Figure 1. M3 wires.
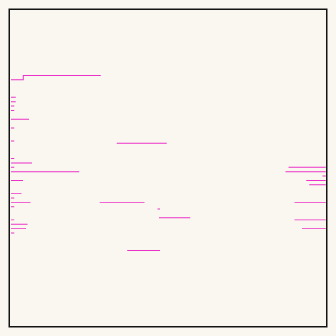
Figure 2. Clock distribution.
Scale bar: 20 um.
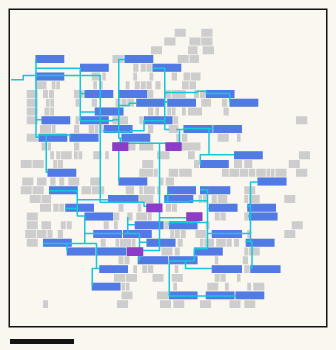
Figure 3. Cell outlines without signal wires.
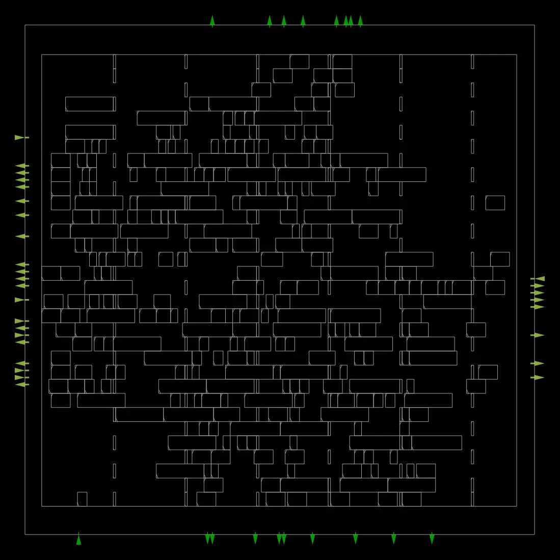
Design ccta_bist, sky130hd; sources not shown.
==> out/writeup.txt <==
The flow ran to the end, and the final reports show no timing, DRC or antenna violations. Cells with a size suffix above 1 make up 9.00% of the layout. The global routing report lists met2 layer usage as 18.2%. Per STA, the worst path is made up of clkdlybuf4s50_1.

The Yosys chip area is 2550 um2, and the overall chip area is 9640 um2. After detailed placement, the total cell area comes to 3050 um2. In the Yosys report the total cell count is 247. The script computed a power per unit cell area of 767 nW/um2. The run gives 1 for the path length in cells of the critical path.

Of the total synthesized cell area, the portion taken by full adders, half adders and majority gates is 1.47%. The cell with the most instances after synthesis is sky130_fd_sc_hd__dfrtp_1. The tools report the half-perimeter wire length after placement as 3590 um. The run gives 98.2 um for the horizontal die size.

With the number of nets at floorplan at 258, the post-detailed-route DRC marker count is 0. The finished layout holds 391 standard cells, fillers aside. The pin closest to its max-slew limit shows a slew of 1.13 ns.

Total net switching power: 994 uW. According to the report, the first pass of detailed routing completed in 4 iterations. For reference, the clock transition at the flip-flops on the worst setup and hold paths is 0.10 ns.

Setup repair after global routing left no endpoint under its margin. Counting every instance in the synthesized netlist gives 247. The synthesis stat section lists a flop and latch total of 56. The cell accounting for the most synthesized area is sky130_fd_sc_hd__dfrtp_1.

Pin placement for this block handled 47 I/O pins. For the portion of total power attributed to combinational logic, the log shows 48.2%. The register share after synthesis was 55.3%; the largest fanout on the critical path was 8.

Measured in cells, the most critical reg-to-reg path has a length of 6. The run gives 0 ns for the final total negative setup slack. The synthesis run shows the most used standard cells to be 49 x sky130_fd_sc_hd__dfrtp_1, 35 x sky130_fd_sc_hd__nand2_1, 23 x sky130_fd_sc_hd__nand3_1. The buffering stage count on the worst path with inverters included is 1. The run gives 1.68 ns for the slack of the critical path.

The post-route minimum period was 2.52 ns. For this design, the slowest cell found on the critical path is sky130_fd_sc_hd__clkdlybuf4s50_1. Multiplexer cells account for 5.10% of the synthesized area. The number of hold buffers added after CTS was 0.

By instance count after routing, the leading logic cell types are 49 x sky130_fd_sc_hd__dfrtp_1, 45 x sky130_fd_sc_hd__clkdlybuf4s50_1, 35 x sky130_fd_sc_hd__nand2_1, 23 x sky130_fd_sc_hd__nand3_1, 20 x sky130_fd_sc_hd__o21ai_1. After filler insertion, the fill cell instance count of the layout stands at 793. In the setup report, the worst path falls into the class reg2out. The tools report the total clock sinks as 56.

Number of max-capacitance violations reported: 0. Entering global routing, the biggest net connects 50 pins. The congestion estimate from routability-driven global placement came to 0.754. Among cell families on the critical path, the largest total delay comes from buffers and inverters. In this run, the number of DRC markers left after iteration 0 of detailed routing was 63. Yosys attributes the largest share of cell area to sky130_fd_sc_hd__dfrtp_1 48%, sky130_fd_sc_hd__dfstp_2 7.2%, sky130_fd_sc_hd__nand2_1 5.2%, sky130_fd_sc_hd__mux2i_1 5.1%, sky130_fd_sc_hd__nand3_1 4.5%. The total tool warning count was 27.

The script logs the mean routed wire length per placed instance as 13.9 um. In the final report, the number of hold violations comes to 0. The starting density of the core came out at 32.0%.

The mean post-synth cell area works out to 10.3 um2. Element type at the critical path end: a primary output. The via-per-instance ratio is 4.67, and the minimum setup slack after placement is 1.40 ns.

According to the finish report, the design has a final net count of 299. The logs give 2 for the clock tree buffer depth and 0 for the number of buffers inserted to repair setup after CTS. The first global-routing pass estimated 9400 um of wire.

Before any placement, the netlist area is recorded as 2550 um2. The register with the most flip-flops in the layout has 16 of them. Looking at the global route congestion table, the highest-usage layer is met2.

Summed over all cells, the static leakage comes to 1.39 nW. The logs give 1,893 for the number of global-route vias before repair and 12.3% for the global-route usage over all layers. The cell-mix breakdown from Yosys lists the compound-gate area share as 11.2%. With the area added between synthesis and finish at 23.4%, the overall power after layout is 2.41 mW. Setup violations remaining at the end of the flow were counted as 0. Recorded from the global router log, the overflow total was 0. The H-tree was split into 2 levels.

Port buffering added 46 buffers. The dominant kind of combinational cell is simple AND/OR/NAND/NOR gates. From bottom edge to top edge, the die measures 98.2 um. The fraction of post-synthesis cell area in the top cell type by area is 48.1%. Path class of the lowest-slack min-delay path: reg2reg. The fraction of registers with async set/reset works out to 100%. The critical path's largest stage delay was 0.66 ns; the total CTS buffers was 5. For the completed layout, the total cell area is recorded as 3150 um2.

After clock tree synthesis, the repair step resized 0 gates. The internal portion of total power is 1.42 mW. TritonCTS built the clock tree. The switching share of power is 41.2%, and the highest attainable clock frequency is 0.398 GHz. The final worst hold slack was 0.305 ns. The prevailing post-synth register cell is sky130_fd_sc_hd__dfrtp_1. The number of antenna violations at the first check in global routing was 0. The buffer cell driving the clock tree root was sky130_fd_sc_hd__clkbuf_8. The worst reg-to-reg setup slack is 1.84 ns, and the required time of the critical path is 3.16 ns.

With the placed cell count at 383, the number of cells on the worst hold path is 2. According to the timing report, the arrival time at the worst endpoint equals 1.48 ns. The ratio of final minimum period to clock period was 59.9%; the max-slew violation count was 0.
Notes on Figure 1 above:
wire length on this layer: 201 um
longest straight run: 23.9 um
detailed-route via count: 1,827
overall routed net length: 5430 um
met3 routing resource usage after global routing: 2.86%

Notes on Figure 2 above:
legend:
  cyan:
    item: clock wires
    length: 686 um
  purple:
    item: cells driving clock nets
    count: 5
  blue:
    item: flip-flops
    count: 56
routed clock nets: 6
Clk. pwr: 309 uW
Worst-Skew Late Latency: 0.31 ns
fraction of power consumed by the clock network: 12.8%

Notes on Figure 3 above:
core occupancy in the finished layout: 39.5%
n_taps: 102
core area: 7970 um2
Rows: 32

-- power by group through the flow --
stage                     Sequential [mW]  Clock, mW  Combinational [mW]
after detailed placement            0.949          0                1.19
after floorplan                      1.09          0               0.651
after global placement              0.951          0                1.16
after global routing                0.974      0.350                1.30
after CTS                           0.944      0.326                1.19
final                               0.940      0.309                1.16
-- cell type report --
class / instances / area, um2 / share of cell area (%)
well taps: 102 / 128 / 4.06
repair buffers: 47 / 463 / 14.7
flip-flops and latches: 56 / 1410 / 44.8
clock inverters: 2 / 13.8 / 0.437
multi-input cells: 163 / 993 / 31.6
inverters: 15 / 56.3 / 1.79
clock buffers: 6 / 82.6 / 2.62
-- per-layer routing --
metal	vias up	routed length, um
met5	-	0
met4	0	72
met3	6	201
met2	34	2370
met1	877	2780
li1	910	-
No activity file was given, so power comes from the tool's default toggle rates.
